**Cell placement**

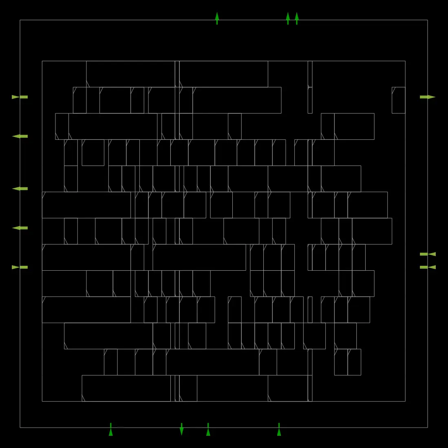
**Metal 2**

Cells faint in the background.
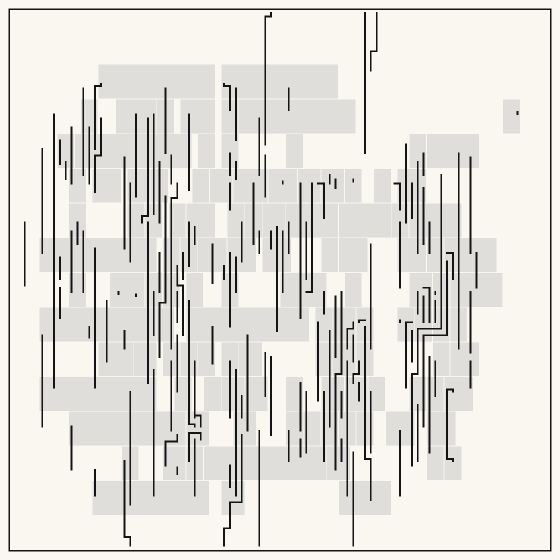
**Cell classes on the final placement**

Fill, decap, tap and diode cells in gray.
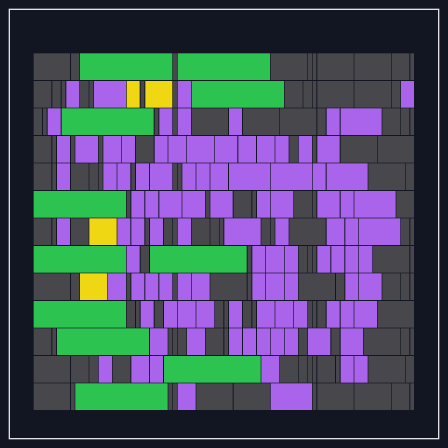
**Wires at chosen ports, followed through buffers**

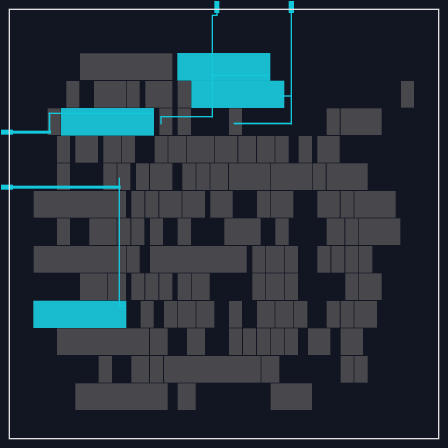
**Metal 3**

The bar under the picture is 10 um long.
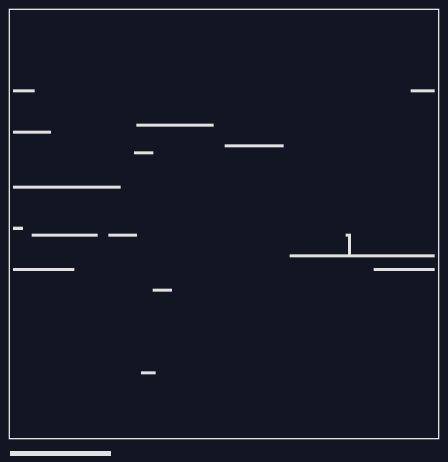
File: src/rtl/usb_ep_arbiter.sv
// Round-robin arbiter sharing the USB protocol engine's single endpoint data port.
// Optional grant watchdog: define USB_ARB_TIMEOUT_EN to enable revoke-on-timeout.
//
// state   | meaning
// --------+------------------------------------------------------------
// IDLE    | no owner; arbitrate whenever bus_busy is low
// GRANT   | one requester owns the port; held until it drops req (or timeout)
// RELEASE | single grant-free handoff cycle; arbitration runs here too
module usb_ep_arbiter #(
  parameter  int NUM_REQ        = 4,
  parameter  int TIMEOUT_CYCLES = 4096,
  localparam int IDX_W          = $clog2(NUM_REQ)
) (
  input  logic               clk_48mhz,
  input  logic               rst,
  input  logic [NUM_REQ-1:0] req,
  input  logic               bus_busy,
  output logic [NUM_REQ-1:0] grant,
  output logic               grant_valid,
  output logic [IDX_W-1:0]   grant_idx,
  output logic               timeout_evt
);

  typedef enum logic [1:0] {IDLE, GRANT, RELEASE} state_t;

  state_t             state, state_nx;
  logic [NUM_REQ-1:0] grant_nx;
  logic [NUM_REQ-1:0] eligible;
  logic [IDX_W-1:0]   idx_nx;
  logic [IDX_W-1:0]   last_owner, last_nx;
  logic [IDX_W-1:0]   win, cand;
  logic               found;
  logic               expire;
  logic               tevt_nx;
  int                 sum;

`ifdef USB_ARB_TIMEOUT_EN
  localparam int WD_W = $clog2(TIMEOUT_CYCLES + 1);

  logic [WD_W-1:0]    wd, wd_nx;
  logic [NUM_REQ-1:0] mask, mask_nx;

  // A revoked requester stays out of arbitration until it lets go of req.
  assign eligible = req & ~mask;
  assign expire   = (state == GRANT) && (wd == '0) && !bus_busy;

  // Down-counter: loaded while not granting, so it starts full on GRANT entry.
  always_comb begin
    wd_nx   = wd;
    mask_nx = mask & req;
    if (state != GRANT)
      wd_nx = WD_W'(TIMEOUT_CYCLES - 1);
    else if (!bus_busy && (wd != '0))
      wd_nx = wd - WD_W'(1);
    if (tevt_nx)
      mask_nx[grant_idx] = 1'b1;
  end

  always_ff @(posedge clk_48mhz or posedge rst) begin
    if (rst) begin
      wd   <= '0;
      mask <= '0;
    end else begin
      wd   <= wd_nx;
      mask <= mask_nx;
    end
  end
`else
  assign eligible = req;
  // Watchdog compiled out; the parameter is kept so both builds share one interface.
  assign expire   = 1'b0 && (TIMEOUT_CYCLES > 0);
`endif

  // Rotating priority: scan upward from the requester after last_owner.
  always_comb begin
    found = 1'b0;
    win   = '0;
    cand  = '0;
    sum   = 0;
    for (int k = 1; k <= NUM_REQ; k++) begin
      sum = int'(last_owner) + k;
      if (sum >= NUM_REQ)
        sum = sum - NUM_REQ;
      cand = IDX_W'(sum);
      if (!found && eligible[cand]) begin
        found = 1'b1;
        win   = cand;
      end
    end
  end

  always_comb begin
    state_nx = state;
    grant_nx = grant;
    idx_nx   = grant_idx;
    last_nx  = last_owner;
    tevt_nx  = 1'b0;
    case (state)
      IDLE, RELEASE: begin
        state_nx = IDLE;
        grant_nx = '0;
        idx_nx   = '0;
        if (found && !bus_busy) begin
          state_nx      = GRANT;
          grant_nx[win] = 1'b1;
          idx_nx        = win;
        end
      end
      GRANT: begin
        // A normal release on the expiry cycle takes precedence over the revoke.
        if ((!req[grant_idx] && !bus_busy) || expire) begin
          state_nx = RELEASE;
          grant_nx = '0;
          idx_nx   = '0;
          last_nx  = grant_idx;
          tevt_nx  = expire && req[grant_idx];
        end
      end
      default: begin
        state_nx = IDLE;
        grant_nx = '0;
        idx_nx   = '0;
      end
    endcase
  end

  always_ff @(posedge clk_48mhz or posedge rst) begin
    if (rst) begin
      state       <= IDLE;
      grant       <= '0;
      grant_valid <= 1'b0;
      grant_idx   <= '0;
      last_owner  <= IDX_W'(NUM_REQ - 1);
      timeout_evt <= 1'b0;
    end else begin
      state       <= state_nx;
      grant       <= grant_nx;
      grant_valid <= |grant_nx;
      grant_idx   <= idx_nx;
      last_owner  <= last_nx;
      timeout_evt <= tevt_nx;
    end
  end

endmodule

File: config.mk
export PLATFORM = sky130hd
export DESIGN_NAME = usb_ep_arbiter
export DESIGN_NICKNAME = d
export VERILOG_FILES = /design/src/rtl/usb_ep_arbiter.sv
export SDC_FILE = /design/constraint.sdc
export NUM_CORES = 1
export LEC_CHECK = 0
export ABC_AREA = 1
export ABC_CLOCK_PERIOD_IN_PS = 3100
export CAP_MARGIN = 20
export CORE_MARGIN = 2
export CORE_UTILIZATION = 56
export CTS_CLUSTER_DIAMETER = 200
export DETAILED_ROUTE_END_ITERATION = 16
export DONT_BUFFER_PORTS = 1
export GPL_TIMING_DRIVEN = 1
export PLACE_DENSITY = 0.81
export SLEW_MARGIN = 40
export SYNTH_ARGS = -nofsm -noshare
export SYNTH_HDL_FRONTEND = slang
export SYNTH_SLANG_ARGS = --single-unit
File: constraint.sdc
create_clock -name clk_48mhz -period 3.1 [get_ports clk_48mhz]
set_input_delay 0.465 -clock clk_48mhz [delete_from_list [all_inputs] [get_ports clk_48mhz]]
set_output_delay 0.465 -clock clk_48mhz [all_outputs]
set_load 0.01 [all_outputs]
==> results_slide.txt <==
Key Metrics from the Run

Detailed routing
  • DRC violations left: 0
  • Drt wl/cell: 11.5 um
  • Drt initial violations: 13
  • Top sig layer: met4
  • Met1 WL: 689 um
  • Drt first pass iters: 4
  • Final antenna-violating net count: 0
  • Met3 wire length: 72 um
  • DR vias/cell: 5.30
  • Routed wl met2: 721 um

GRT
  • Vias in the first global route: 627
  • GRT met1 Usage: 0.247
  • GRT Overall Usage: 0.192
  • First-pass GRT wire length: 2610 um
  • GR Overflow Total: 0
  • Initial antenna violation count: 0
  • Largest net degree at the start of global routing: 12

Finish
  • Flop count: 11
  • Register Area: 278 um^2
  • Multi-In Gates: 87
  • Combinational Area: 448 um^2
  • Signal buf overhead: 0
  • Number of clock buffers in the layout: 4
  • Antenna Cells: 0
  • Number of non-clock inverters: 15
  • Clock-cell share: 0.0317
  • Top logic cells by instance count in the layout: nand2_1 (39), inv_1 (11), nand3_1 (9), dfrtp_1 (9), nand2_2 (8)
  • Top cell category: combinational gates
  • Comb/total area: 0.540
  • Nonclk buf count: 0
  • Layout cell share with drive strength beyond 1: 0.231
  • Nets@finish: 125
  • Layout Area Growth over Synthesis: 0.760%

Yosys
  • Syn nets: 123
  • Synthesized area per cell: 7.10 um^2
  • Xor+xnor area frac: 0
  • Ys flops: 11
  • Commonest flop: dfrtp_1
  • Adder-cell share of the synthesized area: 0
  • EDFF count, synth: 0
  • Count of cell types in the netlist: 24
  • Largest combinational cell category by area: simple AND/OR/NAND/NOR gates
  • Yosys warns: 0
  • Top-count cell post-synth: nand2_1
  • Ys async rst share: 1.00
  • Mapped Cells: 116
  • Simple-Gate Area Share: 0.465
  • MUX area fraction: 0
  • Yosys stat chip area: 823 um^2
  • Mapped cell area: 823 um^2
  • Yosys cell count: 116
  • Synth top area cells: dfrtp_1 (27%), nand2_1 (18%), nand2_4 (8.2%), dfstp_2 (6.4%), nand2_2 (6.1%)
  • Synth top cells by count: nand2_1 (39), inv_1 (11), dfrtp_1 (9), nand3_1 (9), nand2_2 (8)
  • Area leader share: 0.274
  • Post-synth seq share: 0.337
  • Aoi share: 0.0745

Clock tree
  • Clk latency late pin: 260 ps
  • CTS root buf: clkbuf_4
  • Clock buffer depth: 2
  • Hold buffers post-CTS: 0
  • Clock Sinks: 11
  • Post-CTS Setup Bufs: 0
  • Worst-path clk slew: 60 ps
  • H-tree Lvls: 1
  • # resized after CTS: 0
  • CTS tree: yes

Placement
  • Final GP Congestion: 0.831
  • Placed insts: 128
  • Pre-CTS WS: 1210 ps
  • Placed inst area: 803 um^2
  • Final HPWL DP: 1240 um

Setup path
  • CP Cell Sequence: inv_4 -> nand2_1 -> nand2_1 -> nand2_4 -> nand2_4 -> nor2_4 -> nand3_2 -> nand2_1 -> nand2_2 -> nand3_1 -> nand2_1 -> nor2_1 -> nand2_1
  • Worst R2R Start: last_owner[0]
  • Worst reg2reg path endpoint: grant_valid
  • CP most frequent cell: nand2_1
  • Max stage delay on crit path: 650 ps
  • Crit-path slowest cell: dfstp_2
  • Critical path peak fanout: 11
  • CP Depth: 13
  • Critical Path AT: 2040 ps
  • CP required: 3250 ps
  • Startpoint Class: flop
  • Crit path buffers/inverters: 1
  • R2R setup slack: 1210 ps
  • CP endpoint kind: flop
  • Largest delay share family, worst path: simple AND/OR/NAND/NOR gates
  • Crit Path Class: flop to flop

Timing
  • Worst clock skew: 2.00 ps
  • Worst Hold Margin: 67.8 ps
  • Final period util: 0.609
  • Final setup violation count: 0
  • Max Slew Vio Count: 0
  • Setup TNS: 0 ps
  • Fin crit period: 1890 ps
  • Fmax: 530 MHz
  • RSZ-0062 raised after global routing: false
  • Final-report hold violation count: 0

Power
  • Clock power frac: 0.102
  • Pwr/cell area: 1100 nW/um^2
  • Power share of the combinational group: 0.592
  • Seq group: 0.280 mW
  • Cell-internal power: 0.436 mW
  • Leakage: 0.444 nW
  • Power after layout: 0.914 mW
  • Sw Pwr: 0.478 mW
  • Comb. pwr: 0.541 mW
  • Seq pwr share: 0.307
  • Worst vdd ir: 0.546 mV
  • Sw Share: 0.523
  • Pwr top: combinational cells

Die
  • Die area: 1790 um^2
  • Chip Width: 42.3 um
  • Die height: 42.3 um
  • Fp util: 0.617

Flow run
  • Tool warnings: 26
  • Max-Cap Viols: 0

Min path
  • Hold/Removal Path Class: input pin to async pin

Run status
  • Outcome: finished clean
## Picture notes: 'cell placement'
Fillers: 123
tapcells inserted: 15
core area: 1330 um^2
final non-filler cell total: 132
sequential share of cell area: 0.335

## Picture notes: 'metal 2'
The layer carries 721 um of wire. 101 nets have wire on it. The longest straight run is 21.4 um.
vias post-DR: 699
met2 usage: 0.298
drt total wl: 1510 um

## Picture notes: 'cell classes on the final placement'
remaining logic cells: drawn in purple, cells 102, share of their area 62%. sequential cells: drawn in green, cells 11, share of their area 34%. clock drivers and dummy loads: drawn in yellow, cells 4, share of their area 3.2%.
row count: 13
final instance area: 830 um^2
fin util: 0.622

## Picture notes: 'wires at chosen ports, followed through buffers'
grant: drawn in cyan, direction output, end cells 4, buffers 0, wire 78.4 um.
IO Port Bufs: 0
I/O pin total: 15

## Picture notes: 'metal 3'
The layer holds 4.8% of the routed length. The layer carries 72.2 um of wire. 12 nets have wire on it. The longest straight run is 14.0 um. The wires run mostly horizontal.
met3 usage: 0.0517

sequential cells by signal (all words and copies together) (netlist names):
signal / count
grant_valid: 1
last_owner: 2
state: 2
grant: 4
grant_idx: 2
worst max-delay path by stage:
stage,start,to,slack [ps]
floorplan,last_owner[0],grant_valid,1400
global placement,last_owner[0],grant_valid,1290
detailed placement,last_owner[0],grant_valid,1210
CTS,last_owner[0],grant_valid,1200
global route,last_owner[0],grant_valid,1030
finish,last_owner[0],grant_valid,1210
cell families after synthesis:
group | after synthesis
flip-flops | 11
other | 1
AND/OR/NAND/NOR | 75
buffers and inverters | 18
AND-OR/OR-AND | 11
Power and IR drop assume default switching activity.
